**config.mk**
```make
export PLATFORM = sky130hd
export DESIGN_NAME = ahb_param_default_slave
export DESIGN_NICKNAME = d
export VERILOG_FILES = /design/src/rtl/ahb_param_default_slave.sv
export SDC_FILE = /design/constraint.sdc
export NUM_CORES = 1
export LEC_CHECK = 0
export CAP_MARGIN = 30
export CORE_MARGIN = 2
export CORE_UTILIZATION = 43
export CTS_BUF_LIST = sky130_fd_sc_hd__clkbuf_8
export CTS_CLUSTER_SIZE = 30
export DETAILED_ROUTE_END_ITERATION = 7
export PLACE_DENSITY = 0.88
export SYNTH_ARGS = -nofsm -noshare
export SYNTH_HDL_FRONTEND = slang
export SYNTH_SLANG_ARGS = --single-unit
```
**constraint.sdc**
```tcl
create_clock -name HCLK -period 2.8 [get_ports HCLK]
set_input_delay 0.84 -clock HCLK [delete_from_list [all_inputs] [get_ports HCLK]]
set_output_delay 0.84 -clock HCLK [all_outputs]
set_load 0.03 [all_outputs]
```
**src/rtl/ahb_param_default_slave.sv**
```systemverilog
// AHB-Lite default slave for unmapped address space: zero-wait OKAY for IDLE/BUSY,
// optional wait states then a two-cycle ERROR (or OKAY in RAZ/WI mode), plus fault capture.
module ahb_param_default_slave #(
  parameter int unsigned       ADDR_W      = 32,
  parameter int unsigned       DATA_W      = 32,
  parameter int unsigned       WAIT_STATES = 0,
  parameter bit                ERR_RESP    = 1'b1,
  parameter logic [DATA_W-1:0] RDATA_VAL   = '0,
  parameter int unsigned       CNT_W       = 16
) (
  input  logic              HCLK,
  input  logic              HRESETn,
  input  logic              HSEL,
  input  logic [ADDR_W-1:0] HADDR,
  input  logic [1:0]        HTRANS,
  input  logic              HWRITE,
  input  logic [2:0]        HSIZE,
  input  logic [2:0]        HBURST,
  input  logic [DATA_W-1:0] HWDATA,
  input  logic              HREADYin,
  output logic [DATA_W-1:0] HRDATA,
  output logic [1:0]        HRESP,
  output logic              HREADYOUT,
  input  logic              err_clear,
  output logic [CNT_W-1:0]  err_cnt,
  output logic              err_valid,
  output logic [ADDR_W-1:0] err_addr,
  output logic              err_write
);

  typedef enum logic [1:0] {ST_IDLE, ST_WAIT, ST_RESP1, ST_RESP2} state_t;

  localparam logic [3:0] WAIT_LD = 4'(WAIT_STATES);

  state_t            state_q, state_d;
  logic [3:0]        wait_cnt_q, wait_cnt_d;
  logic              hreadyout_q, hreadyout_d;
  logic              hresp_err_q, hresp_err_d;
  logic [CNT_W-1:0]  err_cnt_q, err_cnt_d;
  logic              err_valid_q, err_valid_d;
  logic [ADDR_W-1:0] err_addr_q, err_addr_d;
  logic              err_write_q, err_write_d;
  logic              accept;
  logic              unused_inputs;

  assign unused_inputs = ^{HSIZE, HBURST, HWDATA, HTRANS[0]};

  // A new address phase is only taken while this slave's own data phase is ending.
  assign accept = HSEL & HREADYin & HTRANS[1] & hreadyout_q;

  always_comb begin
    state_d    = state_q;
    wait_cnt_d = wait_cnt_q;
    unique case (state_q)
      ST_IDLE: begin
        if (accept) begin
          if (WAIT_STATES != 0) begin
            state_d    = ST_WAIT;
            wait_cnt_d = WAIT_LD;
          end else begin
            state_d = ST_RESP1;
          end
        end
      end
      ST_WAIT: begin
        if (wait_cnt_q <= 4'd1) state_d = ST_RESP1;
        else                    wait_cnt_d = wait_cnt_q - 4'd1;
      end
      ST_RESP1, ST_RESP2: begin
        // In OKAY mode RESP1 is already the final beat, so it behaves like RESP2.
        if (ERR_RESP && state_q == ST_RESP1) begin
          state_d = ST_RESP2;
        end else if (accept) begin
          if (WAIT_STATES != 0) begin
            state_d    = ST_WAIT;
            wait_cnt_d = WAIT_LD;
          end else begin
            state_d = ST_RESP1;
          end
        end else begin
          state_d = ST_IDLE;
        end
      end
      default: state_d = ST_IDLE;
    endcase

    hreadyout_d = (state_d == ST_IDLE) || (state_d == ST_RESP2) ||
                  ((state_d == ST_RESP1) && !ERR_RESP);
    hresp_err_d = ERR_RESP && ((state_d == ST_RESP1) || (state_d == ST_RESP2));
  end

  always_comb begin
    err_cnt_d   = err_cnt_q;
    err_valid_d = err_valid_q;
    err_addr_d  = err_addr_q;
    err_write_d = err_write_q;
    if (err_clear) begin
      err_cnt_d   = '0;
      err_valid_d = 1'b0;
      err_addr_d  = '0;
      err_write_d = 1'b0;
    end
    if (accept) begin
      if (err_cnt_d != '1) err_cnt_d = err_cnt_d + CNT_W'(1);
      if (!err_valid_d) begin
        err_valid_d = 1'b1;
        err_addr_d  = HADDR;
        err_write_d = HWRITE;
      end
    end
  end

  always_ff @(posedge HCLK or negedge HRESETn) begin
    if (!HRESETn) begin
      state_q     <= ST_IDLE;
      wait_cnt_q  <= '0;
      hreadyout_q <= 1'b1;
      hresp_err_q <= 1'b0;
      err_cnt_q   <= '0;
      err_valid_q <= 1'b0;
      err_addr_q  <= '0;
      err_write_q <= 1'b0;
    end else begin
      state_q     <= state_d;
      wait_cnt_q  <= wait_cnt_d;
      hreadyout_q <= hreadyout_d;
      hresp_err_q <= hresp_err_d;
      err_cnt_q   <= err_cnt_d;
      err_valid_q <= err_valid_d;
      err_addr_q  <= err_addr_d;
      err_write_q <= err_write_d;
    end
  end

  assign HRDATA    = RDATA_VAL;
  assign HRESP     = {1'b0, hresp_err_q};
  assign HREADYOUT = hreadyout_q;
  assign err_cnt   = err_cnt_q;
  assign err_valid = err_valid_q;
  assign err_addr  = err_addr_q;
  assign err_write = err_write_q;

endmodule

```
==> flow_summary.toml <==
# yosys + openroad results
[clock_tree]
cts_sinks = 58
cts_tree = "done"
cts_max_path_buffers = 2
insertion_delay_ns = 0.33
post_cts_buffers = 0
ctsHtreeMaxLevel = 3
cts_buffers = 9
cts-root-buf = "clkbuf_8"

[synth]
synthDistinctLibCells = 38
avgSynthCellArea_um2 = 9.722
synthMuxAreaShare = 0.02025
aoi_share = 0.1076
top_area_frac = 0.4810
ys_ff = 58
yosys-stat-area_um2 = 2965
post-synth-top-count-cell = "nand2_1"
adder_share = 0.01688
postSynth.asyncResetShare = 1.000
xor_area_frac = 0.03840
ff_type = "dfrtp_1"
yosys_warnings = 0
area_leaders = "dfrtp_1 48%, nand2_1 9.6%, buf_4 8.6%, o211ai_1 8.4%, xnor2_1 2.7%"
synth-simple-area-share = 0.2068
ys_cells = 305
logic_family = "simple AND/OR/NAND/NOR gates"
synth_area_um2 = 2965
yosys-top-cells-count = "76 x nand2_1, 57 x dfrtp_1, 34 x buf_4"

[worst_setup_path]
critical_path.cell_chain = "clkdlybuf4s50_1, nor2b_1, ha_1, nand2_1, nor2_1, a21oi_4, nand4_2, mux2_4"
rr_worst_depth = 7
worst_ep_arrival_time_ns = 2.71
critical-path-max-stage-delay_ns = 0.53
crit_type = "input pin to flop"
worstPathRequired_ns = 3.01
crit_path_end_kind = "flop"
cp.buffers_inverters = 1
cp_slowest_cell = "clkdlybuf4s50_1"
reg2reg_to = "HREADYOUT$_DFF_PN1_"
reg2reg_from = "wait_cnt_q[0]$_DFFE_PN0P_"
path_depth = 8
startpoint_type = "input pin"
cpLargestDelayFamily = "simple AND/OR/NAND/NOR gates"
critPathLaunch = "err_clear"
crit_end = "err_cnt[11]$_DFF_PN0_"

[worst_hold_path]
hp-start = "wait_cnt_q[3]$_DFFE_PN0P_"
hold_path_class = "flop to flop"
min_delay_path_depth = 1
hold-path-endpoint = "wait_cnt_q[3]$_DFFE_PN0P_"

[power]
p_seq_mw = 0.966
powerComb_mw = 0.595
internal_power_mw = 1.483
p_sw_frac = 0.3337
top_power_group = "registers"
p_sw_mw = 0.7429
finalPower_mw = 2.226
seqPwrFrac = 0.434
clock_power_share = 0.299
combPwrFrac = 0.267
p_per_area_nw_per_um2 = 546.7
max-vdd-ir-drop_mv = 0.2558

[place]
routabilityCongestion = 0.7852
placed_area_um2 = 3901
hpwl_mm = 5.055
placed_cells = 475
pre_cts_ws_ns = -0.03305

[timing]
fmax_mhz = 400.3
whs_ns = 0.4814
rsz0062_at_grt = "no"
tns_ns = 0
fin_crit_ns = 2.498
skew_ns = 0.007357
setup_viol = 0
final_max_slew_viol_count = 0
timing.max_slew.rel_slack = 0.4666

[final_layout]
sh_seq_area = 0.3567
clock_cell_area_share = 0.04209
nets = 488
flop_area_um2 = 1453
layout_top_cell = "clkdlybuf4s50_1"
final_area_um2 = 4073
largest_reg_flops = 32
largest_cell_class = "sequential cells"
logic_gate_count = 220
comb_share = 0.3152
mi_logic_area_um2 = 1284
fin_cells = 491
flops = 58
nNonClkInverters = 9
drive_gt1_frac = 0.1144
clkbuf_count = 10

[grt]
use_met2 = 0.3248
grt_use_total = 0.1897
grt_pass1_wl_mm = 11.21
grt_max_degree = 59
antenna_found_initial = 0
grt_use_met3 = 0.04360
grt_pass1_vias = 2458

[flow_run]
drv_cap = 0
warning_count = 66

[routing]
wl_met1_mm = 2.970
vias = 2453
dr_wl_met3_um = 406
drt_iter0_markers = 154
drc = 0
postRouteAntennaNets = 0
via_per_inst = 4.996
wl_mm = 7.047
drtPass1Iterations = 4
routed.top_layer = "met4"
wl_per_cell_um = 14.35

[floorplanning]
pin_count = 163
taps = 80
fp.dieW_um = 87.05
dieHeight_um = 87.05
core.rowCount = 30
fp_util = 0.4413
dieArea_um2 = 7577
core_region_area_um2 = 6719

[run_status]
status = "finished, final reports clean"
flops_by_reg.png
Scale bar: 20 µm. Other sequential cells in the stronger gray, the rest of the logic in the fainter gray.
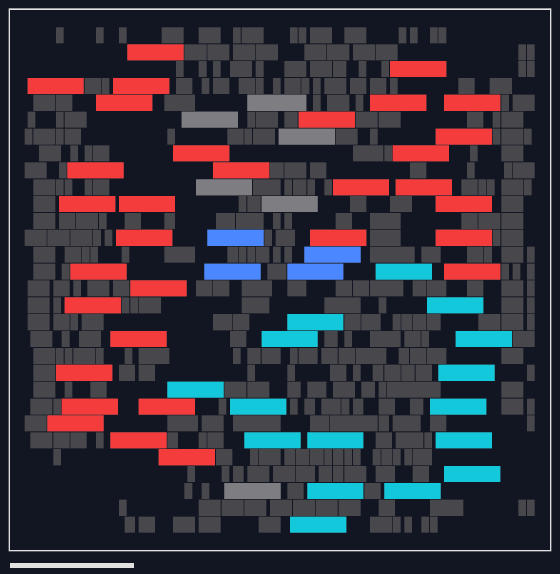
legend:
  red:
    signal: err_addr
    sequential_cells: 32
  cyan:
    signal: err_cnt
    sequential_cells: 16
  blue:
    signal: wait_cnt_q
    sequential_cells: 4
    where: middle
not colored: 6

io_fan.png
Scale bar: 20 µm.
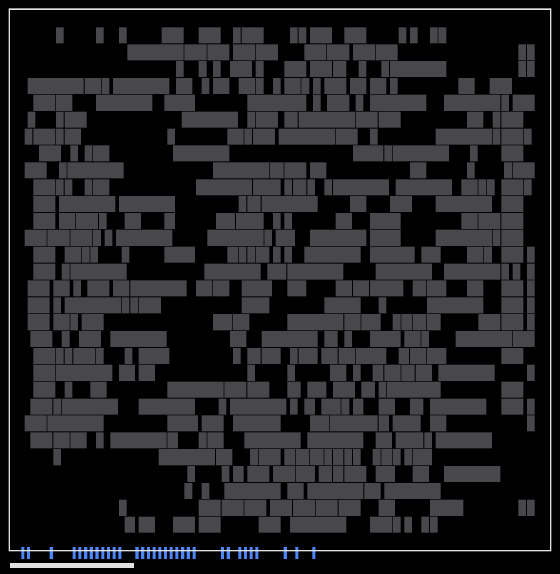
legend:
  blue:
    port: HWDATA
    direction: input
    edge: bottom
    end_cells: 0
    buffers: 0

